Run 1, placed standard cells:
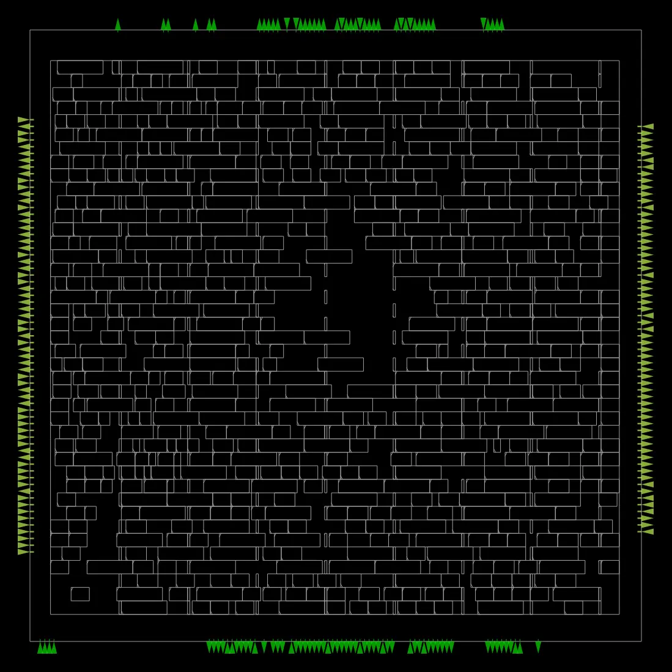
Run 1, clock distribution:
The bar under the picture is 20 um long.
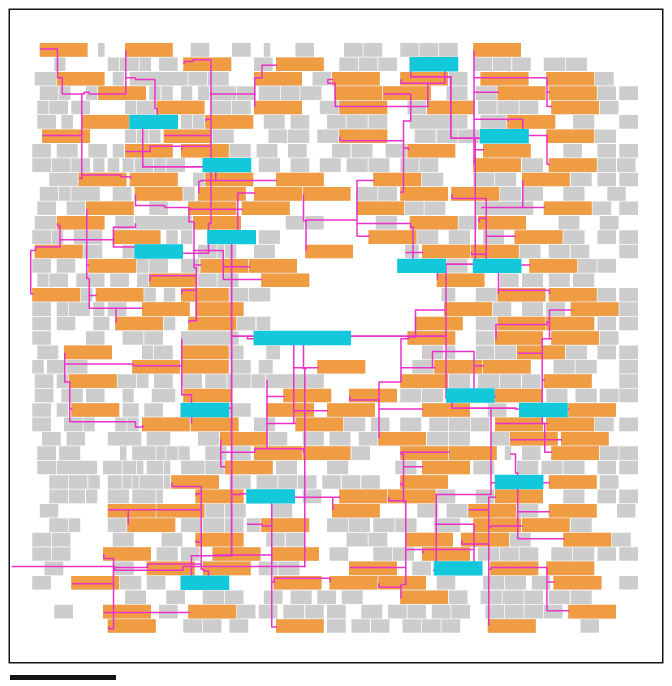
Run 1, signal wires by layer:
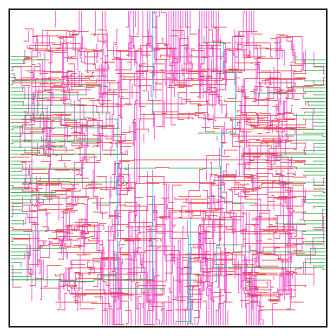
Run 1, I/O pins on the die edge:
Pins as bars across the die edge, other pins in gray.
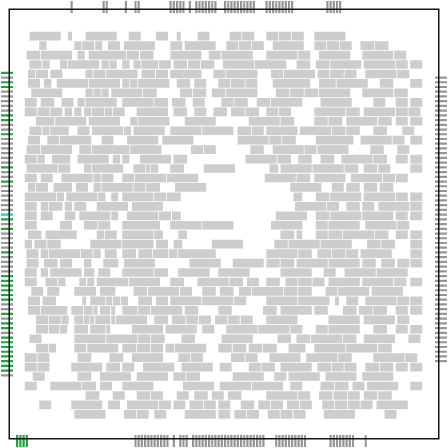
===== src/rtl/dcache_line_fill.sv =====
// Line-refill controller: on a cacheable miss, reads the aligned 4-word line from BRAM one word per cycle and installs it.
// Latency: miss cycle + 4 issue cycles + 1 drain cycle + 1 update cycle = 7 stalled cycles; UPDATE pulses 6 cycles after the miss.
// Backpressure: none accepted; STALL holds the pipeline for the whole refill, and MISS/ADDR are ignored while busy.
//
// Ports:
//   CLK, RST            clock, asynchronous active-high reset
//   MISS, ADDR          cache miss request (level) and its byte address
//   MEM_RDEN, MEM_ADDR  synchronous BRAM read port (word-aligned address, 0 when idle)
//   MEM_RDATA           BRAM read data, valid the edge after the read was issued
//   W0..W3              assembled line words, Wi = word at line base + 4*i
//   UPDATE              one-cycle pulse: W0..W3 complete, install the line
//   STALL               pipeline stall, combinational so it covers the miss cycle
//
// Optional feature: define DCACHE_CRITICAL_WORD_FIRST_EN to fetch the missed word
// first and wrap modulo 4; words still land in their true slots.

module dcache_line_fill #(
  parameter int unsigned LINE_WORDS = 4,
  parameter logic [31:0] IO_BASE    = 32'h0001_0000
) (
  input  logic        CLK,
  input  logic        RST,
  input  logic        MISS,
  input  logic [31:0] ADDR,
  output logic        MEM_RDEN,
  output logic [31:0] MEM_ADDR,
  input  logic [31:0] MEM_RDATA,
  output logic [31:0] W0,
  output logic [31:0] W1,
  output logic [31:0] W2,
  output logic [31:0] W3,
  output logic        UPDATE,
  output logic        STALL
);

  typedef enum logic [1:0] {
    IDLE  = 2'd0,
    FILL  = 2'd1,
    DRAIN = 2'd2,
    UPD   = 2'd3
  } state_t;

  localparam logic [1:0] LAST_ISSUE = 2'(LINE_WORDS - 1);

  state_t      state;
  state_t      state_nxt;
  logic [27:0] base_q;      // line address bits [31:4]; never change during a fill
  logic [1:0]  issue_cnt;
  logic [1:0]  slot;        // line slot of the word being issued this cycle
  logic        rvalid;      // MEM_RDEN delayed one cycle: MEM_RDATA is valid now
  logic [1:0]  rslot;       // slot that the returning word belongs to
  logic [31:0] w_q [4];
  logic        cacheable_miss;
  logic        accept;

  // MMIO misses are never filled and must not stall the pipeline.
  assign cacheable_miss = MISS & (ADDR < IO_BASE);
  assign accept         = (state == IDLE) & cacheable_miss;

`ifdef DCACHE_CRITICAL_WORD_FIRST_EN
  logic [1:0] start_q;

  always_ff @(posedge CLK or posedge RST) begin
    if (RST) begin
      start_q <= 2'd0;
    end else if (accept) begin
      start_q <= ADDR[3:2];
    end
  end

  // 2-bit sum wraps 3->0, giving the critical-word-first order.
  assign slot = start_q + issue_cnt;
`else
  assign slot = issue_cnt;
`endif

  // State register.
  always_ff @(posedge CLK or posedge RST) begin
    if (RST) begin
      state <= IDLE;
    end else begin
      state <= state_nxt;
    end
  end

  // Next state and outputs.
  always_comb begin
    state_nxt = state;
    MEM_RDEN  = 1'b0;
    MEM_ADDR  = 32'd0;
    UPDATE    = 1'b0;
    STALL     = 1'b0;
    case (state)
      IDLE: begin
        if (cacheable_miss) begin
          STALL     = 1'b1;
          state_nxt = FILL;
        end
      end
      FILL: begin
        STALL    = 1'b1;
        MEM_RDEN = 1'b1;
        // Offset is at most 12 bytes, so concatenation replaces an adder.
        MEM_ADDR = {base_q, slot, 2'b00};
        if (issue_cnt == LAST_ISSUE) begin
          state_nxt = DRAIN;
        end
      end
      DRAIN: begin
        // Last read's data is captured at the end of this cycle.
        STALL     = 1'b1;
        state_nxt = UPD;
      end
      UPD: begin
        STALL     = 1'b1;
        UPDATE    = 1'b1;
        state_nxt = IDLE;
      end
      default: begin
        state_nxt = IDLE;
      end
    endcase
  end

  // Request latch and issue counter.
  always_ff @(posedge CLK or posedge RST) begin
    if (RST) begin
      base_q    <= 28'd0;
      issue_cnt <= 2'd0;
    end else if (accept) begin
      base_q    <= ADDR[31:4];
      issue_cnt <= 2'd0;
    end else if (state == FILL) begin
      issue_cnt <= issue_cnt + 2'd1;
    end
  end

  // Read-return tracking: the slot travels alongside the one-cycle BRAM latency.
  always_ff @(posedge CLK or posedge RST) begin
    if (RST) begin
      rvalid <= 1'b0;
      rslot  <= 2'd0;
    end else begin
      rvalid <= MEM_RDEN;
      rslot  <= slot;
    end
  end

  // Line assembly. Clearing rvalid on reset guarantees no stray capture
  // from a read issued just before a mid-fill reset.
  always_ff @(posedge CLK or posedge RST) begin
    if (RST) begin
      for (int i = 0; i < 4; i++) begin
        w_q[i] <= 32'd0;
      end
    end else if (rvalid) begin
      w_q[rslot] <= MEM_RDATA;
    end
  end

  assign W0 = w_q[0];
  assign W1 = w_q[1];
  assign W2 = w_q[2];
  assign W3 = w_q[3];

endmodule


===== config.mk =====
export PLATFORM = sky130hd
export DESIGN_NAME = dcache_line_fill
export DESIGN_NICKNAME = d
export VERILOG_FILES = /design/src/rtl/dcache_line_fill.sv
export SDC_FILE = /design/constraint.sdc
export NUM_CORES = 1
export LEC_CHECK = 0
export CAP_MARGIN = 0
export CORE_MARGIN = 4
export CORE_UTILIZATION = 48
export CTS_CLUSTER_SIZE = 25
export DETAILED_ROUTE_END_ITERATION = 7
export PLACE_DENSITY_LB_ADDON = 0.25
export SLEW_MARGIN = 20
export SYNTH_ARGS = -nofsm -noshare
export SYNTH_HDL_FRONTEND = slang
export SYNTH_SLANG_ARGS = --single-unit

===== constraint.sdc =====
create_clock -name CLK -period 8.1 [get_ports CLK]
set_input_delay 1.215 -clock CLK [delete_from_list [all_inputs] [get_ports CLK]]
set_output_delay 1.215 -clock CLK [all_outputs]
set_load 0.03 [all_outputs]

==> qor.csv, run 1 <==
stage;metric;value;unit
status;status;completed;
synthesis;ys_ff;163;
cells_and_area;clkCellAreaFrac;0.0715;
cells_and_area;nNonClkInverters;3;
setup_path;cp_max_fo;5;
power;maxPowerGroup;combinational logic;
global_routing;grt_use_met1;0.242;
synthesis;syn_inst;409;
clock_tree;cts_resized;0;
cells_and_area;lay_top_cells;223 x clkdlybuf4s50_1, 163 x dfrtp_1, 137 x mux2_2;
cells_and_area;logic_area;2190;um^2
clock_tree;cts_tree;yes;
cells_and_area;layout.cells.most_common;clkdlybuf4s50_1;
sta;setup_viol_count_final;0;
setup_path;startpoint_type;input pin;
cells_and_area;area_growth;48.3;%
cells_and_area;stdcell_count;818;
setup_path;cp_slowest_stage_delay;0.68;ns
setup_path;worstPathCellList;clkdlybuf4s50_1 -> or4_4 -> nor4_4 -> nand2_1 -> nand2_1 -> clkdlybuf4s50_1;
min_path;holdPathStages;0;
place;place.gp.congestion;0.717;
job;cap_violations;0;
setup_path;r2r_slack;5.91;ns
global_routing;grt_pass1_wl;24.2;mm
synthesis;ys_sh_aoi;0.00531;
drt;routed-wl-met2;7.67;mm
sta;timing.hold.ws;0.427;ns
power;power_frac_seq;0.317;
drt;top_layer_used;met4;
setup_path;crit_arrival;3.36;ns
setup_path;cp-end-kind;output port;
sta;tns;0;ns
setup_path;critical_path.top_delay_family;buffers and inverters;
floorplan;core_area;12800;um^2
synthesis;mux_share;0.253;
setup_path;crit_start;ADDR[28];
floorplan;n_tap_cell;172;
global_routing;grt.met3_usage;0.0892;
setup_path;rr_startpoint;rslot[1];
power;power.density;454;nW/um^2
global_routing;grt_max_degree;90;
drt;ant_nets;0;
power;irDropWorstVdd;0.176;mV
sta;setup_slack;3.53;ns
cells_and_area;n_clock_buffer;22;
sta;min_period;4.57;ns
sta;post-route-period-util;0.565;
drt;wl_met1;5.72;mm
job;tool_warnings;34;
sta;rsz0062_at_grt;false;
drt;first_pass_iters;4;
power;power.internal;0.00269;W
sta;hold_viol;0;
place;place_inst;787;
synthesis;yosys_most_used_dff;dfrtp_1;
power;p_total;0.00429;W
cells_and_area;buffer_area_frac;0.240;
clock_tree;cts_setup_buffers;0;
setup_path;crit_end;STALL;
setup_path;worstRegToRegCells;3;
cells_and_area;finalInstanceArea;9430;um^2
cells_and_area;final_nets;707;
sta;worst_slew_pin_slew;1.00;ns
floorplan;dieArea;15200;um^2
synthesis;yosys.stat.seqShare;0.641;
clock_tree;cts_hold_buffers;0;
power;p_sw;0.00159;W
drt;routed_via_density;5.03;
synthesis;yosysWarningCount;0;
clock_tree;cts_buffer_depth;2;
min_path;hp-start;issue_cnt[1];
synthesis;synthXorXnorAreaFrac;0.00138;
global_routing;top_usage_layer;met2;
Notes on 'placed standard cells' above:
seq_cells: 163
flop share of the area: 0.432
fill count: 817
fin util: 0.739

Notes on 'clock distribution' above:
Key: clock wires = magenta [length 1760 um]; clock drivers = cyan [count 17]; flip-flops = orange [count 163]
There are 18 routed clock nets. Position of the flops: all over the die.
Worst Clk Skew: 0.00677 ns
Late-Pin Clk Latency: 0.41 ns
Clk pwr share: 0.210
P_clk: 0.000902 W

Notes on 'signal wires by layer' above:
Key: metal 2 = magenta [wire length 7670 um]; metal 3 = green [wire length 1510 um]; metal 1 = red [wire length 5720 um]; metal 4 = cyan [wire length 286 um]
gr usage total: 0.211
WL final: 15.2 mm
WL/cell: 18.6 um
DR vias: 4115

Notes on 'I/O pins on the die edge' above:
Key: `RST` = cyan [pins 1, direction input, edge left]; `ADDR` = green [pins 32, direction input, edge 28 left, 4 bottom]
All pins by edge: 65 left, 61 bottom, 61 right, 43 top.
Die Span X: 123 um
port bufs: 223
Die Y: 123 um

Run 1, placement by cell class:
Fill, decap, tap and diode cells in gray.
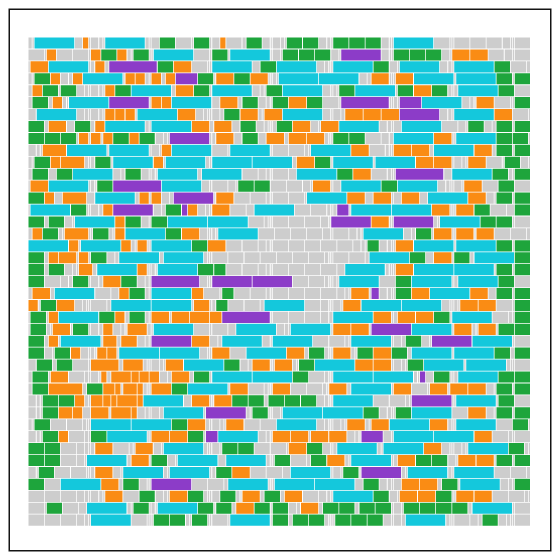

## Run 2: what changed since run 1
--- a/config.mk
+++ b/config.mk
@@ -7,7 +7,7 @@
 export LEC_CHECK = 0
 export CAP_MARGIN = 0
 export CORE_MARGIN = 4
-export CORE_UTILIZATION = 48
+export CORE_UTILIZATION = 45
 export CTS_CLUSTER_SIZE = 25
 export DETAILED_ROUTE_END_ITERATION = 7
 export PLACE_DENSITY_LB_ADDON = 0.25
==> constraint.sdc (replaced) <==
create_clock -name CLK -period 4.3 [get_ports CLK]
set_input_delay 0.645 -clock CLK [delete_from_list [all_inputs] [get_ports CLK]]
set_output_delay 0.645 -clock CLK [all_outputs]
set_load 0.03 [all_outputs]
Run 2, placement by cell class:
Fill, decap, tap and diode cells in gray.
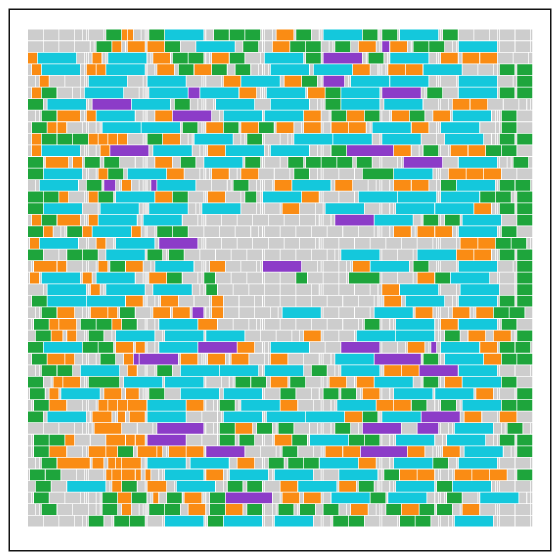
Key: combinational and other logic = orange [cells 225, share of their area 24%]; flops = cyan [cells 163, share of their area 44%]; other buffers and delay cells = green [cells 230, share of their area 25%]; clock drivers and dummy loads = purple [cells 31, share of their area 6.9%]
row cnt: 43
fin util: 0.682
CORE AREA: 13900 um^2
flop share of the area: 0.431
Finished Cell Area: 9470 um^2

==> qor.csv, run 2 <==
stage;metric;value;unit
status;status;completed;
clock_tree;cts_buffer_depth;2;
clock_tree;cts_setup_buffers;0;
power;maxPowerGroup;combinational logic;
cells_and_area;fillers;1006;
power;irDropWorstVdd;0.293;mV
setup_path;worstPathCellList;clkdlybuf4s50_1 -> or4_4 -> nor4_4 -> nand2_1 -> nand2_1 -> clkdlybuf4s50_1;
clock_tree;cts_tree;yes;
setup_path;crit_arrival;2.78;ns
clock_tree;cts_resized;0;
min_path;holdPathStages;0;
cells_and_area;final_nets;710;
drt;ant_nets;0;
setup_path;crit_end;STALL;
setup_path;cp_slowest_stage_delay;0.66;ns
synthesis;mux_share;0.253;
power;p_sw;0.00299;W
setup_path;cp-end-kind;output port;
drt;routed_via_density;4.98;
power;power.internal;0.00501;W
cells_and_area;stdcell_count;829;
cells_and_area;nNonClkInverters;3;
setup_path;crit_start;ADDR[28];
setup_path;critical_path.top_delay_family;simple AND/OR/NAND/NOR gates;
place;place_inst;797;
global_routing;grt_max_degree;77;
power;power.density;845;nW/um^2
floorplan;die_h;127;um
sta;timing.hold.ws;0.464;ns
synthesis;yosys.stat.seqShare;0.641;
floorplan;die-width;127;um
global_routing;grt.total_usage;0.198;
sta;rsz0062_at_grt;false;
global_routing;grt_pass1_wl;24.7;mm
place;place.gp.congestion;0.738;
sta;min_period;3.43;ns
power;power_frac_seq;0.318;
sta;hold_viol;0;
clock_tree;clock_latency;0.42;ns
job;tool_warnings;34;
synthesis;yosysWarningCount;0;
synthesis;yosys_most_used_dff;dfrtp_1;
clock_tree;cts_hold_buffers;0;
sta;tns;0;ns
power;pwr-share-clk;0.203;
floorplan;n_tap_cell;180;
cells_and_area;buffer_area_frac;0.245;
sta;setup_viol_count_final;0;
Run 2, clock distribution:
The bar under the picture is 50 um long.
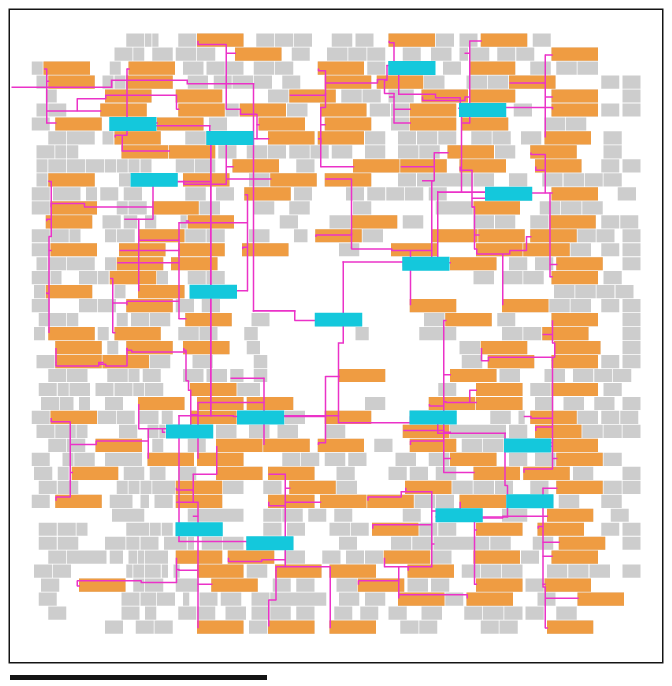
Key: clock drivers = cyan [count 17]; clock wires = magenta [length 1780 um]; flip-flops = orange [count 163]
There are 18 routed clock nets.
Worst Clk Skew: 0.00873 ns
P_clk: 0.00163 W

Power figures rest on the tool's default switching activity, not on a simulated workload.
